==> config.mk <==
export PLATFORM = sky130hd
export DESIGN_NAME = io_master_flat
export DESIGN_NICKNAME = d
export VERILOG_FILES = /design/src/rtl/io_master_if.sv /design/src/rtl/io_master.sv /design/src/flat_wrapper.sv
export SDC_FILE = /design/constraint.sdc
export NUM_CORES = 1
export LEC_CHECK = 0
export CELL_PAD_IN_SITES_DETAIL_PLACEMENT = 0
export CELL_PAD_IN_SITES_GLOBAL_PLACEMENT = 1
export CORE_MARGIN = 8
export CORE_UTILIZATION = 41
export DETAILED_ROUTE_END_ITERATION = 6
export PLACE_DENSITY_LB_ADDON = 0.1
export SYNTH_ARGS = -nofsm -noshare
export SYNTH_HDL_FRONTEND = slang
export SYNTH_SLANG_ARGS = --single-unit
export TNS_END_PERCENT = 1
==> constraint.sdc <==
create_clock -name clk -period 4.6 [get_ports clk]
set_input_delay 0.69 -clock clk [delete_from_list [all_inputs] [get_ports clk]]
set_output_delay 0.69 -clock clk [all_outputs]
set_load 0.02 [all_outputs]
run_1/met1.png
The bar under the picture is 50 um long. Cells faint in the background.
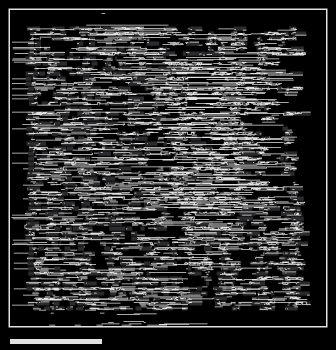
wire length on this layer	15300 um
longest straight run	44.6 um
share of all routed wire	45%
routing usage on met1: 31.2%
total routed wirelength: 34.4 mm
via count: 9281

run_1/met2.png
Cells faint in the background.
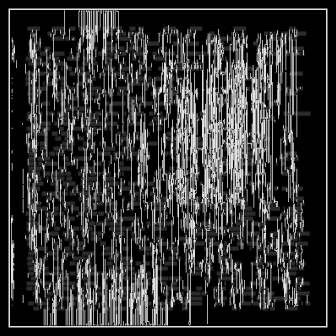
main direction	vertical
share of all routed wire	44%
longest straight run	64.3 um
wire length on this layer	15000 um
nets with wire on the layer	1133
met2 track utilization from global routing: 35.6%

run_1/met3.png
The bar under the picture is 50 um long. Cells faint in the background.
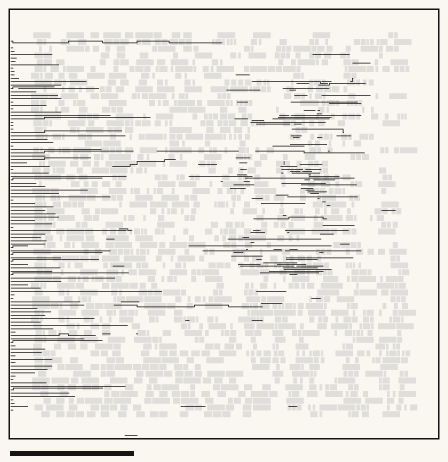
longest straight run	60.5 um
nets with wire on the layer	196
wire length on this layer	3420 um
share of all routed wire	9.9%
main direction	horizontal
met3 track demand over resource: 8.68%

run_1/zoom.png
Window x 28 to 58, y 28 to 58 um. Cells in grey, sequential cells in the stronger grey; small squares are vias.
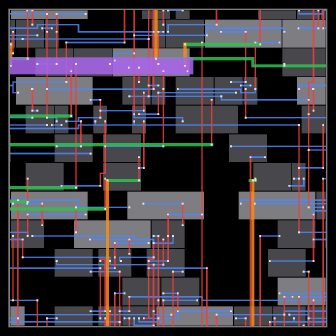
layer	colour
met4	orange
met5	purple
met3	green
met2	red
met1	blue
sequential cells in the window	10
most frequent	clkdlybuf4s50_1 (19), dfxtp_1 (10), nand2_1 (8)
cells with their middle in the window	49

==> results.toml, run 1 <==
# synthesis and place-and-route metrics
[floorplanning]
floorplan.die.width_um = 172
pin_count = 203
floorplanUtilization_pct = 41.4
floorplan.core_area_sq_um = 24100

[status]
run_status = "finished, final reports clean"

[layout]
seq_area_share_pct = 31.2
antennaDiodeCount = 0
buffers_excl_clock = 214
combAreaFraction_pct = 43.6
finalInstanceArea_sq_um = 12700
largest_class = "logic gates"

[setup_path]
path_class = "reg2reg"
cpLargestDelayFamily = "simple AND/OR/NAND/NOR gates"
path_max_fanout = 10
crit_chain = "ha_1 > and3_1 > nand3_1 > nor3_1 > o32ai_1 > a2111oi_0 > nand4_1 > nor4_2 > nand2_1 > o31ai_2"
required_ns = 4.95
worstSetupEndpointType = "flop"
cp.buffers_inverters = 0

[placed_design]
hpwl_mm = 25.0
portBuffers = 202
place_congestion = 0.975

[clock_tree]
cts.root.buffer_cell = "clkbuf_16"
numClockSinks = 198
cts_repair_resize_count = 0
cts.reportedPaths.clkPinSlew_ns = 0.08
post_cts.repair.setup_buffers = 0

[synth]
synth.yosys.seq_area_share_pct = 39.7
synth-edff-count = 0
avg_synthesized_cell_area_sq_um = 8.38
yosys_cells = 1190
synth.yosys.chip_area_sq_um = 9970
postSynthCellCount = 1190
synth-async-reset-ratio_pct = 0
main_flop_type = "dfxtp_1"
post_synth_main_area_contributors = "dfxtp_1 (40%), nand2_1 (7.0%), a21boi_0 (5.0%)"
ys.warnings.count = 0
post-synth-top-area-cell = "dfxtp_1"

[job]
max_cap_violations = 0
log.warning_count = 32

[power_and_ir_drop]
irDropWorstVdd_uv = 306
cellPowerDensity_nw_per_um2 = 388
p_comb_share_pct = 27.3

[timing]
maxClockFrequency_mhz = 259
finalClockSkew_ns = 0.0198
==> run 1: power by group through the flow <==
stage	clock network [mW]	registers (mW)	logic (mW)
5_1_grt	1.66	2.05	1.49
3_3_place_gp	0	2.06	1.35
6_report	1.55	2.03	1.34
2_1_floorplan	0	2.09	0.774
4_1_cts	1.60	2.02	1.36
3_5_place_dp	0	2.06	1.35
==> run 1: kinds of logic (layout without fill, tap and decap cells) <==
kind of cell	count (synthesis)	in the layout	share of synthesized area, %
DFF	198	198	39.7
buffers and inverters	112	267	4.93
muxes	2	2	0.201
and+or+nand+nor	536	536	28.8
xor gates and xnor gates	68	68	5.97
adders and majority gates	7	7	0.878
AOI/OAI and AO/OA	267	267	19.5
==> run 1: metrics by stage <==
stage               hold slack [ns]  util, %  instances  power (mW)
global placement              0.449     50.2       1637        3.41
CTS                           0.470     52.7       1669        4.98
global route                  0.485     52.7       1669        5.20
detailed placement            0.458     50.2       1637        3.41
floorplan                     0.453        -       1190        2.86
finish                        0.467     52.7       1669        4.93
==> run 1: layout by cell type, fill, tap and decap left out, drive strengths merged, types with 4 or more instances in the layout <==
cell type	instances
dfxtp	198
o31ai	10
a32oi	4
or3	14
a22o	32
a21boi	67
o21ai	20
nand3	37
buf	13
clkinv	5
a31oi	9
nor2	66
o211ai	6
and2	15
and4	13
nor3	22
o22ai	4
a21oi	41
nor2b	55
nand2	188
and3	31
nand4	32
xor2	27
clkdlybuf4s50	201
inv	28
a211oi	5
nor4	37
xnor2	41
a22oi	33
nand2b	8
ha	7
a2bb2oi	4
clkbuf	18
nor4b	4
==> run 1: routing by layer <==
metal,part of all wire (%),up-vias,GRT usage (%)
li1,-,4526,-
met1,45,4370,31.2
met2,44,338,35.6
met3,9.9,45,8.68
met4,1.7,2,6.15
met5,0.047,-,0
## Run 2: what changed since run 1
CORE_UTILIZATION = 35   (was 41)
clock period = 3.4 ns   (was 4.6 ns; I/O delays follow)
run_2/final_placement.png
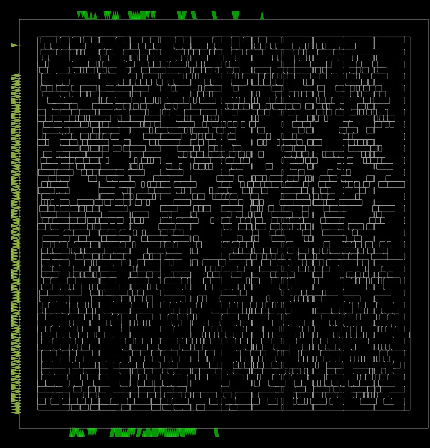
Finished Core Util: 46.4%
Filler Cell Count: 2869
FP Rows: 62
final instance count without filler cells: 1779
placeable core area: 28400 sq um

==> run 2 against run 1 <==
Effect of this change: via count grew 0.82%; count of clock-buffer cells in the layout is the same; die size grew 15%; synthesized cell count is the same; area after synthesis is the same; global-route usage shrank 2.2 points; cell area grew 3.7%; critical path type unchanged; highest routed layer unchanged.
==> results.toml, run 2 <==
# synthesis and place-and-route metrics
[layout]
layout_top_cells = "clkdlybuf4s50_1 (201), dfxtp_1 (198), nand2_1 (186), a21boi_0 (67), nor2_1 (64)"
lay_top_count = "clkdlybuf4s50_1"
finalInstanceArea_sq_um = 13200
antennaDiodeCount = 0

[setup_path]
path_class = "reg2reg"
required_ns = 3.76
path_max_fanout = 13
worstSetupEndpointType = "flop"

[job]
max_cap_violations = 0
log.warning_count = 32

[synth]
synth.yosys.chip_area_sq_um = 9970
synth.yosys.seq_area_share_pct = 39.7
post-synth-top-area-cell = "dfxtp_1"
avg_synthesized_cell_area_sq_um = 8.38
synth-edff-count = 0
post_synth_main_area_contributors = "dfxtp_1 (40%), nand2_1 (7.0%), a21boi_0 (5.0%)"
yosys_cells = 1190
postSynthCellCount = 1190
syn-num-nets = 1299
synth-async-reset-ratio_pct = 0
ys.warnings.count = 0
post_synth_num_cell_types = 75

[timing]
hold_slack_ns = 0.431
finalClockSkew_ns = 0.0122
maxClockFrequency_mhz = 315
grt_setup_unrepaired = "no"

[placed_design]
portBuffers = 202
number_of_cells_in_the_design_after_placement = 1745
hpwl_mm = 27.3
place_congestion = 0.932

[power_and_ir_drop]
irDropWorstVdd_uv = 350
cellPowerDensity_nw_per_um2 = 504
total_power_mw = 6.63

[clock_tree]
numClockSinks = 198
cts.root.buffer_cell = "clkbuf_16"
cts.reportedPaths.clkPinSlew_ns = 0.08

[floorplanning]
floorplan.die.width_um = 185
floorplanUtilization_pct = 35.1
pin_count = 203

[global_route]
global_route.overflow_total = 0

[status]
run_status = "finished, final reports clean"
run_2/met2.png
Cells faint in the background.
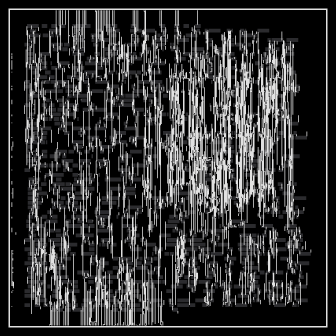
share of all routed wire	43%
longest straight run	74.8 um
main direction	vertical
wire length on this layer	15700 um
via count: 9357
met2 track utilization from global routing: 31.7%
total routed wirelength: 36.4 mm

run 2: critical path, stage by stage, from the launching register on:
cell      delay (ns)
dfxtp_1         0.64
and3_1          0.33
nand4_2         0.26
or3_1           0.54
mux2i_1         0.16
a221oi_1        0.26
nand4_1         0.15
nor4_2          0.35
buf_4           0.17
nand2_1         0.06
o31ai_2         0.17
run 2: cells by family (layout without fill, tap and decap cells):
logic type      count (synthesis)  in the layout  share of synthesized area (%)
buf+inv                       112            317                           4.93
fa+ha+maj                       7              7                          0.878
flops                         198            198                           39.7
xor+xnor                       68             68                           5.97
mux                             2              2                          0.201
simple gates                  536            536                           28.8
compound gates                267            267                           19.5
run 2: report_power, final:
part | switching (mW) | internal [mW] | total [mW]
combinational | 1.12 | 0.784 | 1.90
clock | 1.02 | 0.971 | 1.99
sequential | 0.220 | 2.52 | 2.74
total | 2.36 | 4.28 | 6.63
run 2: cell type report:
class,instances,area (sq um),area share (%)
clock buffers,18,429,3.26
clock inverters,13,136,1.04
inverters,21,78.8,0.599
multi-input cells,880,5550,42.1
flip-flops and latches,198,3960,30.1
well taps,384,480,3.65
repair buffers,265,2530,19.2
run 2: layer usage:
layer  GRT usage (%)  share of wire (%)
met4            6.59                2.3
met3            7.45                8.6
met2            31.7                 43
met1            28.7                 46
met5               0              0.074
run 2: what timing repair did:
action	4_1_cts	5_1_grt
setup buffers	0	3
resized	0	4
setup endpoints to repair	0	2
Power and IR drop assume default switching activity.
